==> src/rtl/uart_cmd_framer.sv <==
// uart_cmd_framer: CRLF-terminated command framer between the byte-level uart
// core and user logic. Good frames are published atomically on info/frame_len
// with a one-cycle update strobe. Each frame is answered with ACK_BYTE or
// NAK_BYTE through a small TX byte queue.
// Optional build macro UART_CMD_ECHO_EN: echo every received byte through the
// TX queue, with the frame reply placed after the echoed LF.
module uart_cmd_framer #(
    parameter int unsigned NBYTES    = 4,
    parameter int unsigned TXQ_DEPTH = 4,
    parameter logic [7:0]  ACK_BYTE  = 8'h4B,
    parameter logic [7:0]  NAK_BYTE  = 8'h45
) (
    input  logic                          sys_clk,
    input  logic                          rst,
    input  logic                          rx_valid,
    input  logic [7:0]                    rx_byte,
    input  logic                          rx_error,
    input  logic                          tx_busy,
    output logic                          tx_start,
    output logic [7:0]                    tx_byte,
    output logic [8*NBYTES-1:0]           info,
    output logic [$clog2(NBYTES+1)-1:0]   frame_len,
    output logic                          update,
    output logic                          overflow_err,
    output logic                          tx_overrun
);
    localparam int unsigned CW  = $clog2(NBYTES + 1);
    localparam int unsigned AW  = $clog2(TXQ_DEPTH);
    localparam int unsigned QCW = AW + 1;
    localparam int unsigned FW  = QCW + 1;
    localparam logic [7:0]  CR  = 8'h0D;
    localparam logic [7:0]  LF  = 8'h0A;

    typedef enum logic [1:0] {COLLECT, GOT_CR, DISCARD} state_t;

    state_t              state_q;
    logic [8*NBYTES-1:0] wbuf_q;
    logic [CW-1:0]       cnt_q;
    logic                disc_cr_q;
    logic [8*NBYTES-1:0] info_q;
    logic [CW-1:0]       frame_len_q;
    logic                update_q;
    logic                overflow_err_q;

    logic                is_cr;
    logic                is_lf;
    logic                room1;
    logic                room2;
    logic                reject;
    logic                reply_now;
    logic [7:0]          reply_byte;

    // Decode the incoming strobe: frame rejection and frame-end reply
    always_comb begin
        is_cr      = (rx_byte == CR);
        is_lf      = (rx_byte == LF);
        room1      = (32'(cnt_q) < NBYTES);
        room2      = (32'(cnt_q) + 32'd1 < NBYTES);
        reject     = rx_error;
        reply_now  = 1'b0;
        reply_byte = ACK_BYTE;
        if (!rx_error && rx_valid) begin
            unique case (state_q)
                COLLECT: reject = !is_cr && !room1;
                GOT_CR: begin
                    if (is_lf)      reply_now = 1'b1;
                    else if (is_cr) reject = !room1;
                    else            reject = !room2;
                end
                DISCARD: begin
                    if (is_lf && disc_cr_q) begin
                        reply_now  = 1'b1;
                        reply_byte = NAK_BYTE;
                    end
                end
                default: ;
            endcase
        end
    end

    // Frame assembly FSM: collect payload, track CR, publish good frames
    always_ff @(posedge sys_clk) begin
        if (rst) begin
            state_q        <= COLLECT;
            wbuf_q         <= '0;
            cnt_q          <= '0;
            disc_cr_q      <= 1'b0;
            info_q         <= '0;
            frame_len_q    <= '0;
            update_q       <= 1'b0;
            overflow_err_q <= 1'b0;
        end else begin
            update_q       <= 1'b0;
            overflow_err_q <= 1'b0;
            if (reject) begin
                // A CR that overflowed the buffer still counts toward the CRLF
                // that closes the discarded frame.
                state_q        <= DISCARD;
                wbuf_q         <= '0;
                cnt_q          <= '0;
                disc_cr_q      <= rx_valid && !rx_error && is_cr;
                overflow_err_q <= 1'b1;
            end else if (rx_valid) begin
                unique case (state_q)
                    COLLECT: begin
                        if (is_cr) begin
                            state_q <= GOT_CR;
                        end else begin
                            for (int unsigned k = 0; k < NBYTES; k++) begin
                                if (k == 32'(cnt_q)) wbuf_q[8*k +: 8] <= rx_byte;
                            end
                            cnt_q <= cnt_q + CW'(1);
                        end
                    end
                    GOT_CR: begin
                        if (is_lf) begin
                            info_q      <= wbuf_q;
                            frame_len_q <= cnt_q;
                            update_q    <= 1'b1;
                            wbuf_q      <= '0;
                            cnt_q       <= '0;
                            state_q     <= COLLECT;
                        end else if (is_cr) begin
                            for (int unsigned k = 0; k < NBYTES; k++) begin
                                if (k == 32'(cnt_q)) wbuf_q[8*k +: 8] <= CR;
                            end
                            cnt_q <= cnt_q + CW'(1);
                        end else begin
                            for (int unsigned k = 0; k < NBYTES; k++) begin
                                if (k == 32'(cnt_q))         wbuf_q[8*k +: 8] <= CR;
                                if (k == 32'(cnt_q) + 32'd1) wbuf_q[8*k +: 8] <= rx_byte;
                            end
                            cnt_q   <= cnt_q + CW'(2);
                            state_q <= COLLECT;
                        end
                    end
                    DISCARD: begin
                        if (is_lf && disc_cr_q) begin
                            state_q   <= COLLECT;
                            disc_cr_q <= 1'b0;
                        end else begin
                            disc_cr_q <= is_cr;
                        end
                    end
                    default: state_q <= COLLECT;
                endcase
            end
        end
    end

    logic [7:0]     qmem_q [TXQ_DEPTH];
    logic [AW-1:0]  wr_q;
    logic [AW-1:0]  rd_q;
    logic [QCW-1:0] qcnt_q;
    logic           tx_start_q;
    logic [7:0]     tx_byte_q;
    logic           tx_overrun_q;

    logic           push_a;
    logic           push_b;
    logic [7:0]     data_a;
    logic [7:0]     data_b;
    logic           pop;
    logic           acc_a;
    logic           acc_b;
    logic [FW-1:0]  free;

`ifdef UART_CMD_ECHO_EN
    logic       reply_pend_q;
    logic [7:0] reply_pend_byte_q;

    // Hold the reply one cycle so it lands behind the echo of its LF
    always_ff @(posedge sys_clk) begin
        if (rst) begin
            reply_pend_q      <= 1'b0;
            reply_pend_byte_q <= '0;
        end else begin
            reply_pend_q      <= reply_now;
            reply_pend_byte_q <= reply_byte;
        end
    end

    // Push sources: delayed reply first, then the echo of the current byte
    always_comb begin
        push_a = reply_pend_q;
        data_a = reply_pend_byte_q;
        push_b = rx_valid;
        data_b = rx_byte;
    end
`else
    // Push source: the reply alone, in the cycle the frame closes
    always_comb begin
        push_a = reply_now;
        data_a = reply_byte;
        push_b = 1'b0;
        data_b = '0;
    end
`endif

    // Queue arbitration: a pop in the same cycle frees a slot for a push
    always_comb begin
        pop   = (qcnt_q != '0) && !tx_busy && !tx_start_q;
        free  = FW'(TXQ_DEPTH) - FW'(qcnt_q) + FW'(pop);
        acc_a = push_a && (free != '0);
        acc_b = push_b && (free > FW'(acc_a));
    end

    // Queue pointers, transmit issue with one guard cycle, sticky overrun
    always_ff @(posedge sys_clk) begin
        if (rst) begin
            wr_q         <= '0;
            rd_q         <= '0;
            qcnt_q       <= '0;
            tx_start_q   <= 1'b0;
            tx_byte_q    <= '0;
            tx_overrun_q <= 1'b0;
        end else begin
            tx_start_q <= pop;
            if (pop) begin
                tx_byte_q <= qmem_q[rd_q];
                rd_q      <= rd_q + AW'(1);
            end
            wr_q   <= wr_q + AW'(acc_a) + AW'(acc_b);
            qcnt_q <= qcnt_q + QCW'(acc_a) + QCW'(acc_b) - QCW'(pop);
            if ((push_a && !acc_a) || (push_b && !acc_b)) tx_overrun_q <= 1'b1;
        end
    end

    // Queue storage; the reply slot is written ahead of a same-cycle echo
    always_ff @(posedge sys_clk) begin
        if (acc_a) qmem_q[wr_q] <= data_a;
        if (acc_b) qmem_q[wr_q + AW'(acc_a)] <= data_b;
    end

    assign tx_start     = tx_start_q;
    assign tx_byte      = tx_byte_q;
    assign info         = info_q;
    assign frame_len    = frame_len_q;
    assign update       = update_q;
    assign overflow_err = overflow_err_q;
    assign tx_overrun   = tx_overrun_q;

endmodule

==> config.mk <==
export PLATFORM = sky130hd
export DESIGN_NAME = uart_cmd_framer
export DESIGN_NICKNAME = d
export VERILOG_FILES = /design/src/rtl/uart_cmd_framer.sv
export SDC_FILE = /design/constraint.sdc
export NUM_CORES = 1
export LEC_CHECK = 0
export CELL_PAD_IN_SITES_DETAIL_PLACEMENT = 1
export CELL_PAD_IN_SITES_GLOBAL_PLACEMENT = 1
export CORE_UTILIZATION = 46
export CTS_BUF_LIST = sky130_fd_sc_hd__clkbuf_4 sky130_fd_sc_hd__clkbuf_8 sky130_fd_sc_hd__clkbuf_16
export DETAILED_ROUTE_END_ITERATION = 8
export GPL_TIMING_DRIVEN = 0
export PLACE_DENSITY_LB_ADDON = 0.12
export SETUP_SLACK_MARGIN = 0.02
export SYNTH_ARGS = -nofsm -noshare
export SYNTH_HDL_FRONTEND = slang
export SYNTH_SLANG_ARGS = --single-unit
==> constraint.sdc <==
create_clock -name sys_clk -period 8.16 [get_ports sys_clk]
set_clock_uncertainty 0.15 [all_clocks]
set_input_delay 0.816 -clock sys_clk [delete_from_list [all_inputs] [get_ports sys_clk]]
set_output_delay 0.816 -clock sys_clk [all_outputs]
set_load 0.01 [all_outputs]
==> impl_metrics.yaml <==
# generated from flow reports
power:
  power.share.switching_pct: 29.76
  clkPwrFrac_pct: 29.3
  p_total_uw: 989.0
clock_tree:
  cts_hold_buf: 0
  cts_setup_buffers: 0
  cts_resized: 0
  cts_tree: "built"
  htreeDepth: 3
  clkSlewWorstSetupHoldPaths_ps: 100
critical_path:
  critPathTopFamily: "simple AND/OR/NAND/NOR gates"
  worstPathMaxFanout: 9
  cp.required_ps: 8270
  worstPathCellList: "clkdlybuf4s50_1 > or3b_1 > buf_2 > nor4_2 > and3b_1 > nand2b_1 > ha_1 > inv_1 > ha_1 > fa_1 > xnor2_1 > nor2_1"
  startpoint_type: "primary input"
  critical_path.startpoint: "rx_byte[1]"
  regToRegSetupSlack_ps: 4810
placement:
  placed_cells_incl_taps: 681
  io_buffer_count: 54
route:
  wirelength_met1_mm: 5.642
logic_synthesis:
  ys.flop_type: "sky130_fd_sc_hd__dfxtp_1"
die:
  row_count: 36
status:
  status: "finished, final reports clean"
sta:
  fmaxAchievable_mhz: 261.3
  rsz0062_at_grt: "false"
run:
  max-cap-violations: 0
finish:
  post-route-util_pct: 56.82
  fillCellCount: 1093
  layout.non_clock_inverters: 16
global_routing:
  grt_pass1_wl_mm: 20.71
[cells by family after synthesis]
family	Yosys count	share of synthesized area [%]
other	1	0.07944
xor gates and xnor gates	4	0.7423
and+or+nand+nor	186	22.21
DFF	95	41.98
adders and majority gates	17	4.665
buffers and inverters	52	5.380
muxes	38	8.587
AOI/OAI and AO/OA	99	16.35
[layout by cell type (no fill, tap or decap), types with 4 or more instances in the layout]
cell	synthesis	final
sky130_fd_sc_hd__dfxtp_1	87	87
sky130_fd_sc_hd__nand2b_1	74	74
sky130_fd_sc_hd__clkdlybuf4s50_1	0	54
sky130_fd_sc_hd__nor2_1	44	44
sky130_fd_sc_hd__mux2i_1	36	36
sky130_fd_sc_hd__a21oi_1	22	22
sky130_fd_sc_hd__clkbuf_1	21	21
sky130_fd_sc_hd__nand2_1	18	18
sky130_fd_sc_hd__a32oi_1	17	17
sky130_fd_sc_hd__inv_1	16	16
sky130_fd_sc_hd__ha_1	16	16
sky130_fd_sc_hd__clkbuf_8	0	10
sky130_fd_sc_hd__nor3_1	8	8
sky130_fd_sc_hd__edfxtp_1	8	8
sky130_fd_sc_hd__o32ai_1	6	6
sky130_fd_sc_hd__nor2b_1	6	6
sky130_fd_sc_hd__o21ai_1	6	6
sky130_fd_sc_hd__nand3_1	6	6
sky130_fd_sc_hd__buf_4	6	6
sky130_fd_sc_hd__o21ai_0	5	5
sky130_fd_sc_hd__buf_2	5	5
sky130_fd_sc_hd__and3_1	5	5
sky130_fd_sc_hd__buf_6	4	4
sky130_fd_sc_hd__a211oi_1	4	4
sky130_fd_sc_hd__and3b_1	4	4
sky130_fd_sc_hd__o22ai_1	4	4
sky130_fd_sc_hd__o311ai_1	4	4
Fig. 1: metal layers overlaid
Only two layers are drawn.
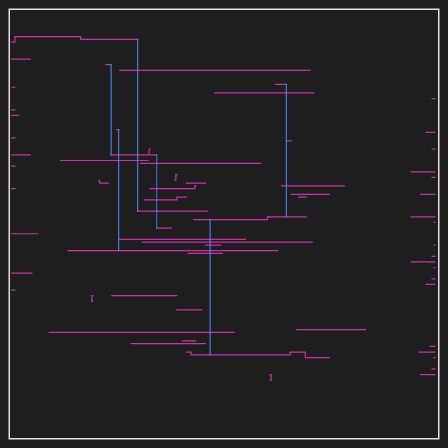
layer	color	wire length
met3	magenta	619 um
met4	blue	175 um
global-route usage over all layers: 25.99%
Total Wirelength: 12.94 mm
drt wl/cell: 18.59 um
detailed-route via count: 3,930

Fig. 2: the metal 2 layer
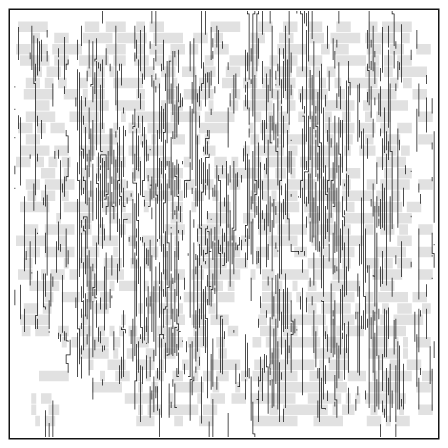
main direction	vertical
wire length on this layer	6,500 um
longest straight run	40.5 um
share of all routed wire	50%
nets with wire on the layer	537
Global Route met2 Usage: 45.59%

Fig. 3: drive-strength map
Scale bar: 20 um.
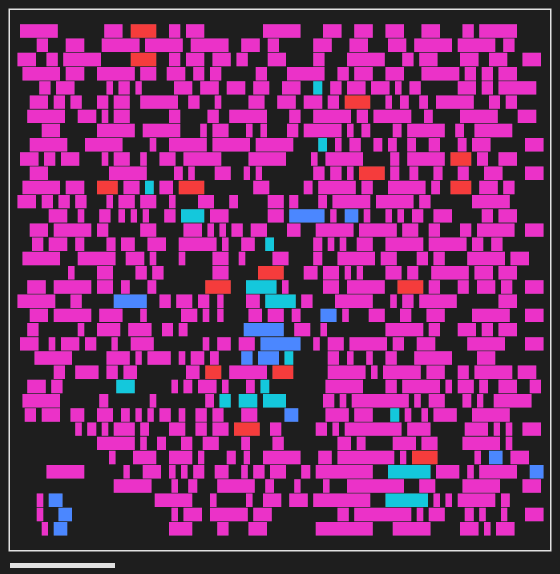
size	color	cells	most used
drive 2	cyan	16	buf_2
drive 3 to 4	blue	14	buf_4
drive 6 and up	red	15	clkbuf_8
drive 1 or less	magenta	518	dfxtp_1
post-route cell area: 5605 um^2
Area growth, synth to finish: 18.74%

Fig. 4: met1 routing
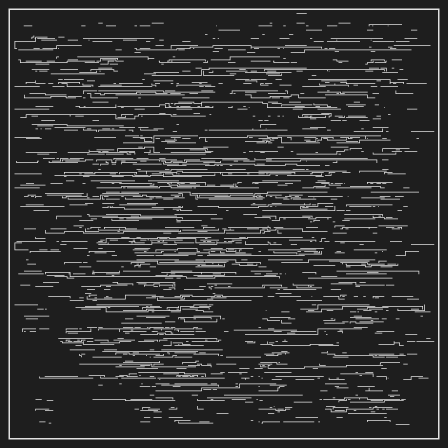
nets with wire on the layer	546
share of all routed wire	44%
longest straight run	29.0 um
wire length on this layer	5,640 um
main direction	horizontal
met1 Usage GRT: 31.87%

Power figures rest on the tool's default switching activity, not on a simulated workload.
